[config.mk]
export PLATFORM = sky130hd
export DESIGN_NAME = pipe_stage_skid
export DESIGN_NICKNAME = d
export VERILOG_FILES = /design/src/rtl/pipe_stage_skid.sv
export SDC_FILE = /design/constraint.sdc
export NUM_CORES = 1
export LEC_CHECK = 0
export CAP_MARGIN = 20
export CORE_UTILIZATION = 40
export CTS_BUF_LIST = sky130_fd_sc_hd__clkbuf_16
export CTS_CLUSTER_SIZE = 24
export DETAILED_ROUTE_END_ITERATION = 10
export PLACE_DENSITY_LB_ADDON = 0.12
export SLEW_MARGIN = 20
export SYNTH_ARGS = -nofsm -noshare
export SYNTH_HDL_FRONTEND = slang
export SYNTH_SLANG_ARGS = --single-unit
[constraint.sdc]
create_clock -name clk -period 1.9 [get_ports clk]
set_clock_uncertainty 0.2 [all_clocks]
set_input_delay 0.57 -clock clk [delete_from_list [all_inputs] [get_ports clk]]
set_output_delay 0.57 -clock clk [all_outputs]
set_load 0.005 [all_outputs]
[src/rtl/pipe_stage_skid.sv]
// pipe_stage_skid: one pipeline stage register with a valid/ready handshake.
// A main register drives the outputs; with SKID=1 a second skid register
// absorbs one extra beat so in_ready can be a registered signal.
// All state moves on the falling clock edge, like the rest of the pipeline.
//
// Handshake: a beat moves in when in_valid & in_ready (in_fire) and moves out
// when out_valid & out_ready (out_fire), both sampled at the falling edge.
// out_valid never depends on out_ready; with SKID=1 in_ready is a flop, with
// SKID=0 it is ~out_valid | out_ready. out_ctrl is all zero while out_valid=0.
module pipe_stage_skid #(
  parameter int CTRL_W = 11,
  parameter int DATA_W = 164,
  parameter int SKID   = 1,
  parameter int CNT_W  = 16
) (
  input  logic              clk,
  input  logic              rst,
  input  logic              flush,
  input  logic              in_valid,
  output logic              in_ready,
  input  logic [CTRL_W-1:0] in_ctrl,
  input  logic [DATA_W-1:0] in_data,
  output logic              out_valid,
  input  logic              out_ready,
  output logic [CTRL_W-1:0] out_ctrl,
  output logic [DATA_W-1:0] out_data,
  output logic [1:0]        occupancy,
  output logic [CNT_W-1:0]  stall_cnt
);

  // Encoding equals the number of held entries, so it doubles as occupancy.
  typedef enum logic [1:0] {
    EMPTY = 2'd0,
    ONE   = 2'd1,
    FULL  = 2'd2
  } state_t;

  state_t            state;
  logic [CTRL_W-1:0] main_ctrl;
  logic [DATA_W-1:0] main_data;
  logic [CTRL_W-1:0] skid_ctrl;
  logic [DATA_W-1:0] skid_data;
  logic              ready_q;
  logic              in_fire;
  logic              out_fire;

  assign out_valid = (state != EMPTY);
  assign out_ctrl  = main_ctrl;
  assign out_data  = main_data;
  assign occupancy = state;

  // SKID=1 uses the registered ready; SKID=0 can accept whenever the output
  // slot is free or being drained this cycle.
  assign in_ready = (SKID != 0) ? ready_q : (~out_valid | out_ready);
  assign in_fire  = in_valid & in_ready;
  assign out_fire = out_valid & out_ready;

  // Stall counter: cycles where a beat waits on downstream; saturates and
  // survives flush so it reflects total back-pressure since reset.
  always_ff @(negedge clk or negedge rst) begin
    if (!rst) begin
      stall_cnt <= '0;
    end else if (out_valid && !out_ready && (stall_cnt != {CNT_W{1'b1}})) begin
      stall_cnt <= stall_cnt + 1'b1;
    end
  end

  // Occupancy FSM with its storage; flush empties the stage and zeroes the
  // control bits so the bubble carries no side effects downstream.
  always_ff @(negedge clk or negedge rst) begin
    if (!rst) begin
      state     <= EMPTY;
      main_ctrl <= '0;
      main_data <= '0;
      skid_ctrl <= '0;
      skid_data <= '0;
      ready_q   <= 1'b1;
    end else if (flush) begin
      state     <= EMPTY;
      main_ctrl <= '0;
      ready_q   <= 1'b1;
    end else begin
      case (state)
        EMPTY: begin
          if (in_fire) begin
            state     <= ONE;
            main_ctrl <= in_ctrl;
            main_data <= in_data;
          end
        end
        ONE: begin
          if (in_fire && out_fire) begin
            main_ctrl <= in_ctrl;
            main_data <= in_data;
          end else if (in_fire) begin
            // Only reachable with SKID=1: SKID=0 refuses input while held.
            state     <= FULL;
            skid_ctrl <= in_ctrl;
            skid_data <= in_data;
            ready_q   <= 1'b0;
          end else if (out_fire) begin
            state     <= EMPTY;
            main_ctrl <= '0;
          end
        end
        FULL: begin
          if (out_fire) begin
            state     <= ONE;
            main_ctrl <= skid_ctrl;
            main_data <= skid_data;
            ready_q   <= 1'b1;
          end
        end
        default: begin
          state     <= EMPTY;
          main_ctrl <= '0;
          ready_q   <= 1'b1;
        end
      endcase
    end
  end

endmodule

Figure 1. I/O pins on the die edge.
Scale: 2 px per um. Pins as bars across the die edge, other pins in gray.
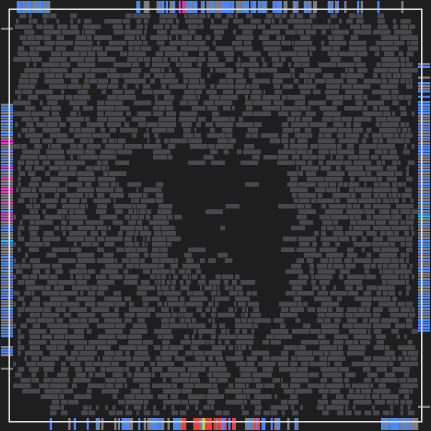
port	color	pins	direction	edge
`out_ctrl`	magenta	11	output	9 left, 2 top
`out_valid`	yellow	1	output	bottom
`stall_cnt`	red	16	output	bottom
`occupancy`	cyan	2	output	1 right, 1 left
`in_data`	blue	164	input	48 top, 45 right, 39 bottom, 32 left
all pins by edge	98 top, 94 right, 92 left, 91 bottom

Figure 2. Metal 2.
Scale: 2 px per um.
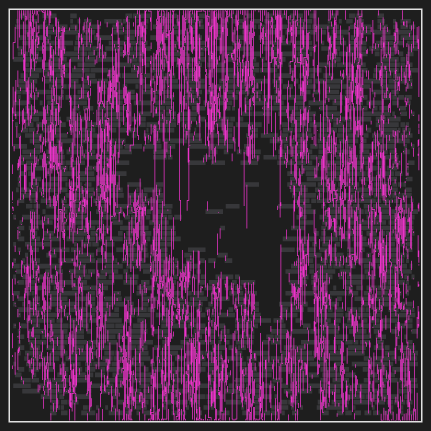
share of all routed wire	46%
nets with wire on the layer	1,864
wire length on this layer	22.9 mm
longest straight run	70.6 um
main direction	vertical

Figure 3. M3 wires.
Scale: 2 px per um.
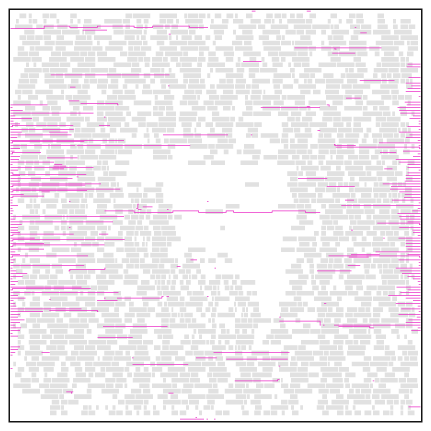
longest straight run	59.1 um
share of all routed wire	6.4%
nets with wire on the layer	222
main direction	horizontal

Figure 4. Signal metal coverage by tile.
Scale: 2 px per um. 21 x 21 tiles, from dark blue (low) to red (high), scaled to the fullest tile. Values are wire area over tile area, all layers added.
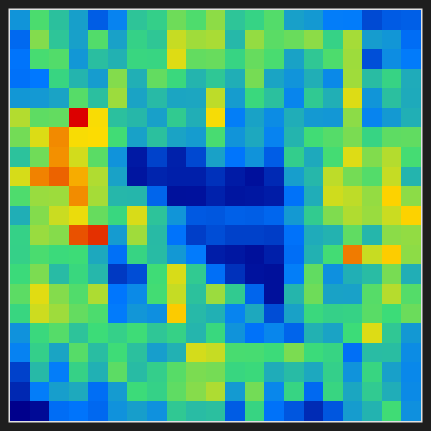
mean over tiles	0.19
tiles over half the peak	34%
fullest tile	0.44
nearly empty tiles	0.20%
emptiest ninth of the die	middle

Figure 5. Routing congestion map.
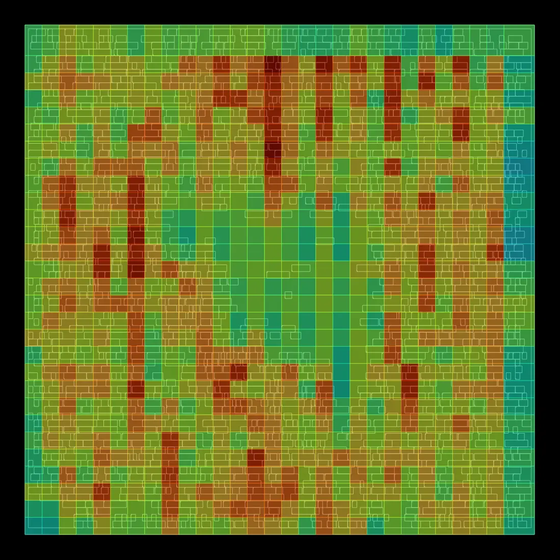
met1 routing resource usage after global routing: 29.53%
overall track demand over capacity in global routing: 21.90%
Layout Utilization: 65.09%
GR Util met2: 34.32%

==> impl_metrics.ini <==
; physical design summary
[worst_setup_path]
critical_path_class = reg2out
critPathMaxStageDelay_ns = 0.37
cp-endpoint = out_valid
ff2ff_path_depth = 11
critPathRequiredTime_ns = 1.13
arrival_ns = 2.23
cp.depth = 2
worst_setup_path_startpoint = occupancy[0]$_DFFE_NN0P_
critPathMaxFanout = 3
crit_path_top_delay_cell = dfrtn_1
critPathTopFamily = flip-flops

[synth]
synth.top_cells.by_count = mux2_2 (378), dfrtn_1 (368), mux2_4 (77)
yosys-stat-cells = 1054
ys_types = 41
syn-cell-area_um2 = 16570
top_area_cell = dfrtn_1
post-synth-top-count-cell = mux2_2
ys_seq_share_pct = 55.72
synthTopCellsByArea = dfrtn_1 (56%), mux2_2 (26%), mux2_4 (7.0%)
postSynthAreaPerCell_um2 = 15.72
ys_area_um2 = 16570
synthDominantCellAreaShare_pct = 55.56
synth-seq-cells = 369
dominantRegCellSynth = dfrtn_1

[die]
num_rows = 74
chip_area_um2 = 42250
floorplan.initialDensity_pct = 40.59
core_um2 = 40830
die_width_um = 205.6

[global_routing]
pin_count_of_the_biggest_net_entering_global_routing = 31
first_global_vias = 12110
grt_pass1_wl_um = 70360
top_usage_layer = met2
grt.overflow.total = 0

[routing]
initial_drc_count = 396
detail_route.first_pass.iterations = 4
ant_nets = 0
remaining_drc_errors = 0
route.final.wire_length_um = 49410
routed_via_density = 4.876
m1WireLength_um = 22030
vias = 11590
wire_per_inst_um = 20.80

[clock_tree]
clock_tree.htree_level_count = 2
cts_hold_buffers = 0
num_clock_sinks = 369
tritoncts_clock_tree = done
cts-root-buf = clkbuf_16
path_clk_slew_ns = 0.05

[power]
power_switching_share_pct = 25.37
irDropWorstVdd_mv = 0.6734
power.share.sequential_pct = 41.5
sequentialPower_mw = 11.3
share_comb_of_total_power_pct = 29.3
finalPower_mw = 27.27
switching_pwr_mw = 6.920
power.clock.fraction_pct = 29.2
comb_power_mw = 7.99
power_leakage_nw = 12.48

[job]
max_cap_viol_count = 0

[finish]
share_of_cells_above_drive_strength_1_pct = 65.42
final_net_count = 1992

[final_timing]
final_setup_slack_of_the_worst_path_ns = -1.104
final-max-slew-violation-count = 0
grt_setup_unrepaired = true
final-setup-viol-count = 564
setup_tns_ns = -431.57
timing_hold_violations_final = 0

[hold_path]
hp-class = reg2reg
hold-path-cell-count = 2
hold_path_origin = out_ctrl[1]$_DFFE_NN0P_
min_delay_worst_endpoint = out_ctrl[1]$_DFFE_NN0P_

[placement]
gpl.final_weighted_congestion = 0.7790
hpwlAfterDp_um = 30510

[outcome]
failed_checks = setup timing
outcome = complete, but fails checks
[layout by cell type, fill, tap and decap left out, drive strengths merged, types with 3 or more instances in the layout]
cell type	Yosys	final
inv	5	12
bufinv	0	3
mux2	505	505
clkdlybuf4s50	0	175
o21ai	13	13
clkinv	0	19
nand4	6	6
xnor2	4	4
nor4	7	7
clkbuf	6	57
nor3	7	7
nand3	5	5
xor2	10	10
a21oi	4	4
dfrtn	368	368
a22oi	11	11
buf	57	589
nor2	7	7
nand2	19	19
[area by class of cell]
class / count / area, um2
inverter: 4 / 15.01
tap: 532 / 665.6
clock buffer: 45 / 1126
timing repair buffer: 776 / 7397
sequential: 369 / 9235
fill: 3028 / 14250
multi-input combinational: 617 / 7920
clock inverter: 31 / 215.2
antenna: 2 / 5.005
[logic make-up after synthesis]
| group | count (synthesis) | share of synthesized area [%] |
|---|---|---|
| compound gates | 35 | 1.382 |
| xor+xnor | 14 | 0.7398 |
| fa+ha+maj | 1 | 0.07548 |
| buf+inv | 68 | 3.782 |
| flops | 369 | 55.72 |
| mux | 505 | 36.06 |
| simple gates | 62 | 2.242 |
[what timing repair did]
action / CTS / global route
buffers inserted: 95 / 80
gates cloned: 20 / 13
gates resized: 895 / 221
pin swaps: 5 / 34
setup endpoints to repair: 564 / 564
[tightest hold or removal path: stages (launching register included)]
cell	delay, ns
dfrtn_1	0.40
nand2_1	0.06
o21ai_2	0.05
[metrics by stage]
stage | utilization, % | cells | instance area, um2 | hold WS, ns
floorplan | - | 1054 | 17160 | 0.2128
global placement | 56.64 | 2115 | 23130 | 0.2211
detailed placement | 56.64 | 2115 | 23130 | 0.2314
CTS | 62.01 | 2305 | 25320 | 0.2298
global route | 65.09 | 2375 | 26580 | 0.2581
finish | 65.09 | 2376 | 26580 | 0.2313
